==> images/placed.png <==
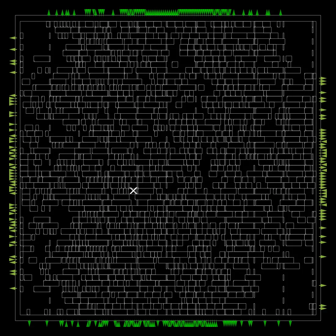
==> images/layers.png <==
Scale: 2 px per um. Two of the layers only.
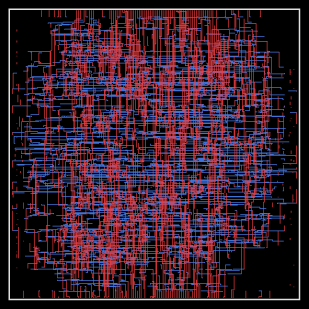
==> images/m3.png <==
Scale: 2 px per um.
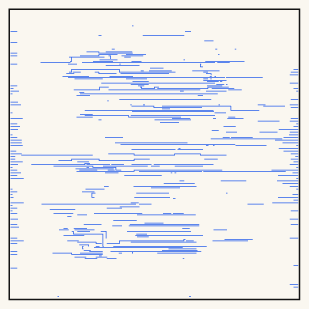
==> images/util_map.png <==
Scale: 2 px per um. The die is cut into 14 by 14 equal tiles; black is low, pale yellow is high, 0 to 100% covered.
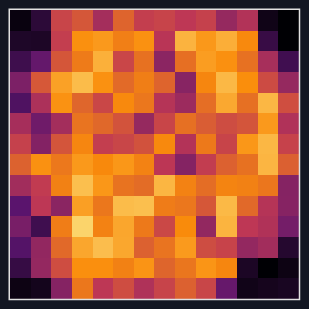
==> images/class_map.png <==
Scale: 2 px per um.
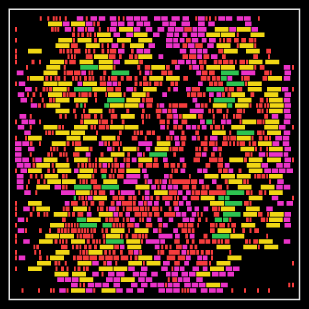
`src/rtl/cp0_exc_ctrl.sv`:
```
// cp0_exc_ctrl: exception/ERET sequencer and Count/Compare timer driving the CP0 register-file write port.
// The Count/Compare timer is built only when CP0_TIMER_EN is defined.
module cp0_exc_ctrl #(
  parameter logic [31:0] EXC_VECTOR = 32'hBFC0_0380,
  parameter int unsigned TICK_DIV   = 2
) (
  input  logic        clk,
  input  logic        rst,
  input  logic        exc_valid,
  input  logic [4:0]  exc_code,
  input  logic [31:0] exc_pc,
  input  logic        exc_bd,
  input  logic [31:0] exc_badvaddr,
  input  logic        eret,
  input  logic        mtc0_we,
  input  logic [4:0]  mtc0_addr,
  input  logic [31:0] mtc0_wdata,
  output logic [4:0]  cp0_waddr,
  output logic [3:0]  cp0_wen,
  output logic [31:0] cp0_wdata,
  output logic        flush,
  output logic [31:0] redirect_pc,
  output logic        busy,
  output logic        int_req,
  output logic [31:0] cause_o,
  output logic [31:0] count_o
);
  typedef enum logic [2:0] {IDLE, W_BADV, W_EPC, W_CAUSE, W_STATUS} state_e;

  state_e      state_q, state_d;
  logic [4:0]  code_q, code_d;
  logic        bd_q, bd_d, exl_q, exl_d, eret_q, eret_d;
  logic [31:0] badv_q, badv_d, status_q, status_d, epc_q, epc_d;
  logic        cause_bd_q, cause_bd_d;
  logic [4:0]  cause_code_q, cause_code_d;
  logic [1:0]  ip_sw_q, ip_sw_d;
  logic [4:0]  waddr_q, waddr_d;
  logic [3:0]  wen_q, wen_d;
  logic [31:0] wdata_q, wdata_d, redirect_q, redirect_d, cause_s;
  logic        flush_q, flush_d, busy_q;
  logic        ti_q, ti_d;
  logic        idle_s, acc_mtc0_s, eff_bd_s, eff_exl_s;
  logic [4:0]  eff_code_s;

  function automatic logic [31:0] pack_cause(input logic bd, input logic ti,
                                             input logic [1:0] ip_sw, input logic [4:0] code);
    return {bd, ti, 14'd0, ti, 5'd0, ip_sw, 1'b0, code, 2'b00};
  endfunction

  // The first write of a sequence happens while still in IDLE, so it must use the live request.
  assign idle_s     = (state_q == IDLE);
  assign acc_mtc0_s = idle_s & ~exc_valid & ~eret & mtc0_we;
  assign eff_code_s = idle_s ? exc_code : code_q;
  assign eff_bd_s   = idle_s ? exc_bd : bd_q;
  assign eff_exl_s  = idle_s ? status_q[1] : exl_q;

`ifdef CP0_TIMER_EN
  localparam int unsigned TW = (TICK_DIV > 1) ? $clog2(TICK_DIV) : 1;
  localparam logic [TW-1:0] TICK_LAST = TW'(TICK_DIV - 1);

  logic [31:0]   count_q, count_d, compare_q, compare_d;
  logic [TW-1:0] tick_q, tick_d;
  logic          match_q, match_d;

  // Timer next state; TI follows one cycle after Count steps onto Compare.
  always_comb begin
    count_d   = count_q;
    compare_d = compare_q;
    tick_d    = tick_q;
    match_d   = 1'b0;
    ti_d      = ti_q;
    if (acc_mtc0_s && (mtc0_addr == 5'd11)) begin
      compare_d = mtc0_wdata;
      ti_d      = 1'b0;
    end else begin
      ti_d = ti_q | match_q;
    end
    if (acc_mtc0_s && (mtc0_addr == 5'd9)) begin
      count_d = mtc0_wdata;
      tick_d  = '0;
    end else if (tick_q == TICK_LAST) begin
      tick_d  = '0;
      count_d = count_q + 32'd1;
      match_d = (count_d == compare_d);
    end else begin
      tick_d = tick_q + TW'(1);
    end
  end

  // Timer state registers.
  always_ff @(posedge clk) begin
    if (rst) begin
      count_q   <= 32'd0;
      compare_q <= 32'd0;
      tick_q    <= '0;
      match_q   <= 1'b0;
      ti_q      <= 1'b0;
    end else begin
      count_q   <= count_d;
      compare_q <= compare_d;
      tick_q    <= tick_d;
      match_q   <= match_d;
      ti_q      <= ti_d;
    end
  end

  assign count_o = count_q;
`else
  assign ti_q    = 1'b0;
  assign ti_d    = 1'b0;
  assign count_o = 32'd0;
`endif

  // Sequencer next state, plus the write-port action for the state being entered.
  always_comb begin
    state_d      = state_q;
    code_d       = code_q;
    bd_d         = bd_q;
    exl_d        = exl_q;
    eret_d       = eret_q;
    badv_d       = badv_q;
    status_d     = status_q;
    epc_d        = epc_q;
    cause_bd_d   = cause_bd_q;
    cause_code_d = cause_code_q;
    ip_sw_d      = ip_sw_q;
    wen_d        = 4'h0;
    waddr_d      = 5'd0;
    wdata_d      = 32'd0;
    flush_d      = 1'b0;
    redirect_d   = redirect_q;
    case (state_q)
      IDLE: begin
        if (exc_valid) begin
          code_d     = exc_code;
          bd_d       = exc_bd;
          exl_d      = status_q[1];
          eret_d     = 1'b0;
          badv_d     = ((exc_code == 5'd4) || (exc_code == 5'd5)) ? exc_badvaddr : badv_q;
          state_d    = status_q[1] ? W_CAUSE : W_EPC;
          flush_d    = 1'b1;
          redirect_d = EXC_VECTOR;
        end else if (eret) begin
          eret_d     = 1'b1;
          state_d    = W_STATUS;
          flush_d    = 1'b1;
          redirect_d = epc_q;
        end else begin
          state_d = IDLE;
        end
      end
      W_EPC:    state_d = W_CAUSE;
      W_CAUSE:  state_d = W_STATUS;
      W_STATUS: state_d = (!eret_q && ((code_q == 5'd4) || (code_q == 5'd5))) ? W_BADV : IDLE;
      W_BADV:   state_d = IDLE;
      default:  state_d = IDLE;
    endcase
    case (state_d)
      W_EPC: begin
        epc_d   = exc_bd ? (exc_pc - 32'd4) : exc_pc;
        wen_d   = 4'hF;
        waddr_d = 5'd14;
        wdata_d = epc_d;
      end
      W_CAUSE: begin
        cause_code_d = eff_code_s;
        cause_bd_d   = eff_exl_s ? cause_bd_q : eff_bd_s;
        wen_d        = 4'hF;
        waddr_d      = 5'd13;
        wdata_d      = pack_cause(cause_bd_d, ti_d, ip_sw_q, cause_code_d);
      end
      W_STATUS: begin
        // Entered from IDLE only by ERET (clear EXL); otherwise an exception sets it.
        status_d = {status_q[31:2], ~idle_s, status_q[0]};
        wen_d    = 4'hF;
        waddr_d  = 5'd12;
        wdata_d  = status_d;
      end
      W_BADV: begin
        wen_d   = 4'hF;
        waddr_d = 5'd8;
        wdata_d = badv_q;
      end
      IDLE: begin
        if (acc_mtc0_s) begin
          wen_d   = 4'hF;
          waddr_d = mtc0_addr;
          wdata_d = mtc0_wdata;
          case (mtc0_addr)
            5'd12: status_d = mtc0_wdata;
            5'd13: begin
              ip_sw_d = mtc0_wdata[9:8];
              wdata_d = pack_cause(cause_bd_q, ti_d, ip_sw_d, cause_code_q);
            end
            5'd14: epc_d = mtc0_wdata;
            default: wdata_d = mtc0_wdata;
          endcase
        end else begin
          wen_d = 4'h0;
        end
      end
      default: wen_d = 4'h0;
    endcase
  end

  // Sequencer, shadow and output registers.
  always_ff @(posedge clk) begin
    if (rst) begin
      state_q      <= IDLE;
      code_q       <= 5'd0;
      bd_q         <= 1'b0;
      exl_q        <= 1'b0;
      eret_q       <= 1'b0;
      badv_q       <= 32'd0;
      status_q     <= 32'h0040_0000;
      epc_q        <= 32'd0;
      cause_bd_q   <= 1'b0;
      cause_code_q <= 5'd0;
      ip_sw_q      <= 2'd0;
      waddr_q      <= 5'd0;
      wen_q        <= 4'h0;
      wdata_q      <= 32'd0;
      flush_q      <= 1'b0;
      redirect_q   <= 32'd0;
      busy_q       <= 1'b0;
    end else begin
      state_q      <= state_d;
      code_q       <= code_d;
      bd_q         <= bd_d;
      exl_q        <= exl_d;
      eret_q       <= eret_d;
      badv_q       <= badv_d;
      status_q     <= status_d;
      epc_q        <= epc_d;
      cause_bd_q   <= cause_bd_d;
      cause_code_q <= cause_code_d;
      ip_sw_q      <= ip_sw_d;
      waddr_q      <= waddr_d;
      wen_q        <= wen_d;
      wdata_q      <= wdata_d;
      flush_q      <= flush_d;
      redirect_q   <= redirect_d;
      busy_q       <= (state_d != IDLE);
    end
  end

  assign cause_s     = pack_cause(cause_bd_q, ti_q, ip_sw_q, cause_code_q);
  assign cause_o     = cause_s;
  assign int_req     = status_q[0] & ~status_q[1] & (|(status_q[15:8] & cause_s[15:8]));
  assign cp0_waddr   = waddr_q;
  assign cp0_wen     = wen_q;
  assign cp0_wdata   = wdata_q;
  assign flush       = flush_q;
  assign redirect_pc = redirect_q;
  assign busy        = busy_q;
endmodule

```
`config.mk`:
```
export PLATFORM = sky130hd
export DESIGN_NAME = cp0_exc_ctrl
export DESIGN_NICKNAME = d
export VERILOG_FILES = /design/src/rtl/cp0_exc_ctrl.sv
export SDC_FILE = /design/constraint.sdc
export NUM_CORES = 1
export LEC_CHECK = 0
export CORE_MARGIN = 2
export CORE_UTILIZATION = 43
export CTS_CLUSTER_SIZE = 12
export DETAILED_ROUTE_END_ITERATION = 8
export MAX_ROUTING_LAYER = met4
export PLACE_DENSITY = 0.77
export SLEW_MARGIN = 20
export SYNTH_ARGS = -nofsm -noshare
export SYNTH_HDL_FRONTEND = slang
export SYNTH_SLANG_ARGS = --single-unit
```
`constraint.sdc`:
```
create_clock -name clk -period 2.3 [get_ports clk]
set_input_delay 0.345 -clock clk [delete_from_list [all_inputs] [get_ports clk]]
set_output_delay 0.345 -clock clk [all_outputs]
set_load 0.02 [all_outputs]
```
==> metrics.yaml <==
sta:
  finClkSkew_ns: 0.00725
  maxClockFrequency_ghz: 0.440
  slew_violations: 0
  finalHoldViolations: 0
  min_period_ns: 2.27
  tightest_slew_ns: 0.902
final_layout:
  areaGrowthSynthToFinish_pct: 40.9
  diodes_inserted: 0
  layout.area.seq_um2: 3740
  final.fill_count: 1717
placement:
  io_buffer_count: 195
  place_inst: 1535
  gpl.final_weighted_congestion: 1.03
synthesis:
  synth-edff-count: 0
  synth.lib_cells_used.distinct: 73
  post-synth-top-area-cell: "dfxtp_1"
  numSynthFlops: 187
  synth-cells-yosys: 1024
  synthesis.yosys.warnings: 0
  post_synth_inst_count: 1024
clock_tree:
  worstSkewPairLatency_ns: 0.43
  clock_sink_count: 187
  cts.clk_slew.worst_paths_ns: 0.07
  htree_levels: 4
  ctsLongestPathBuffers: 2
critical_path:
  timing.critical_path.slowest_cell_delay_ns: 0.60
  cp_num_cells: 8
  worstPathCellList: "clkdlybuf4s50_1 -> inv_1 -> ha_1 -> nand4bb_1 -> or3_2 -> nor4_1 -> xnor2_1 -> o22ai_1"
drt:
  route.antenna.remaining_nets: 0
  drt_first_iter_violations: 1146
  num_vias: 8669
  drc_violation_count_after_routing: 9
  routed_length_per_instance_um: 19.0
pwr:
  pwr-share-seq_pct: 42.7
  power_frac_comb_pct: 23.2
status:
  failed_checks: "DRC"
  result_of_the_run: "complete, but fails checks"
grt:
  largest_net_degree_at_the_start_of_global_routing: 167
floorplan:
  floorplan.die_area_um2: 20800
  io-pin-count: 252
worst_hold_path:
  min_path_cells: 4
-- placed.png (at the start) --
utilization after layout: 61.5%
sequential fraction of total cell area: 31.4%
number of standard cells in the final layout excluding fillers: 1,568
tap cells: 265
number of flip-flops and latches: 187

-- layers.png (at the start) --
[M1] blue | wire length: 12,600 um
[M2] red | wire length: 13,100 um

-- m3.png (at the start) --
nets with wire on the layer: 247
longest straight run: 78.2 um
share of all routed wire: 11%

-- util_map.png (at the start) --
nearly empty tiles: 1.5%
mean over tiles: 56%
tiles over 75% full: 21%
emptiest ninth of the die: bottom right

-- class_map.png (at the start) --
[clock drivers and dummy loads] green | cells: 31
[remaining logic cells] red | cells: 752
[registers] yellow | cells: 187
[remaining buffers and delay cells] magenta | cells: 333

## metrics by stage
step	TNS [ns]	instance area [um^2]	hold WS [ns]	setup WS, ns	total power [mW]
6_report	0	11900	0.392	0.0266	8.46
3_5_place_dp	-17.90	11300	0.443	-0.520	5.59
5_1_grt	-0.0751	11900	0.393	-0.0495	8.77
4_1_cts	0	11900	0.446	0.00664	8.44
3_3_place_gp	-16.42	11300	0.437	-0.515	5.58
2_1_floorplan	0	8670	0.431	0.122	4.65
## cells in the mapped netlist, types with 5 or more instances
cell      count
nor4_1        7
nor3_1       25
o221ai_1      6
o32ai_1      12
buf_2         5
nand2_1     209
nand4_1       9
clkbuf_1     68
nor4b_1       5
o21ai_0      24
a21oi_1     121
a222oi_1     26
nor2_1       72
o211ai_1      8
mux2i_1       5
o21a_1        6
or3_1         7
nand3_1       7
xnor2_1      14
dfxtp_1     187
o22ai_1      21
buf_4        60
a22oi_1      23
## layer usage
layer  global-route usage (%)  up-vias  wire length, um
met5                        -        -                0
met4                     8.89        0              686
met3                     7.52       61             3390
met2                     42.9      501            13100
met1                     39.0     4030            12600
li1                         -     4077                -
## cell families after synthesis
family,synth area share (%)
other cells,0.0443
fa+ha+maj,0.148
compound gates,21.9
simple gates,20.7
mux,1.12
xor+xnor,1.86
flops,44.2
buf+inv,10.0
## path summary, 6_finish.rpt
check,from,end,slack (ns)
worst max-delay path,exc_pc[2],cp0_wdata[24],0.03
worst min-delay path,exc_pc[21],cp0_wdata[21],0.39
worst min register to register,epc_q[4],epc_q[4],0.45
worst max register to register,state_q[1],cp0_wdata[21],0.13
## state kept, by name (all words and copies together), names as in the netlist, 2 cells and up
register,flops
badv_q,32
cause_code_q,5
code_q,5
cp0_waddr,5
cp0_wdata,32
epc_q,32
ip_sw_q,2
redirect_pc,32
state_q,3
status_q,32
## power by group through the flow
| stage | Sequential, mW | Clock [mW] | Combinational [mW] |
|---|---|---|---|
| after floorplan | 3.76 | 0 | 0.890 |
| after global placement | 3.67 | 0 | 1.90 |
| after detailed placement | 3.68 | 0 | 1.92 |
| after CTS | 3.60 | 2.91 | 1.93 |
| after global routing | 3.63 | 3.05 | 2.09 |
| final | 3.61 | 2.89 | 1.96 |
## area by class of cell
type	instances	share of cell area, %
inverter	4	0.126
clock inverter	10	0.891
multi-input combinational	748	34.8
timing repair buffer	333	26.2
sequential	187	31.4
tap	265	2.78
clock buffer	21	3.86
## timing repair
item | in CTS | in global routing
pin swaps | 0 | 6
resized | 2 | 16
setup endpoints to repair | 2 | 29
buffers inserted | 0 | 2
## worst min-delay path, cell delays in order
cell and delay, ns:
dlymetal6s2s_1 0.11, buf_4 0.12, xnor2_1 0.08, o22ai_1 0.12
Power is estimated from default activity; no workload was simulated.
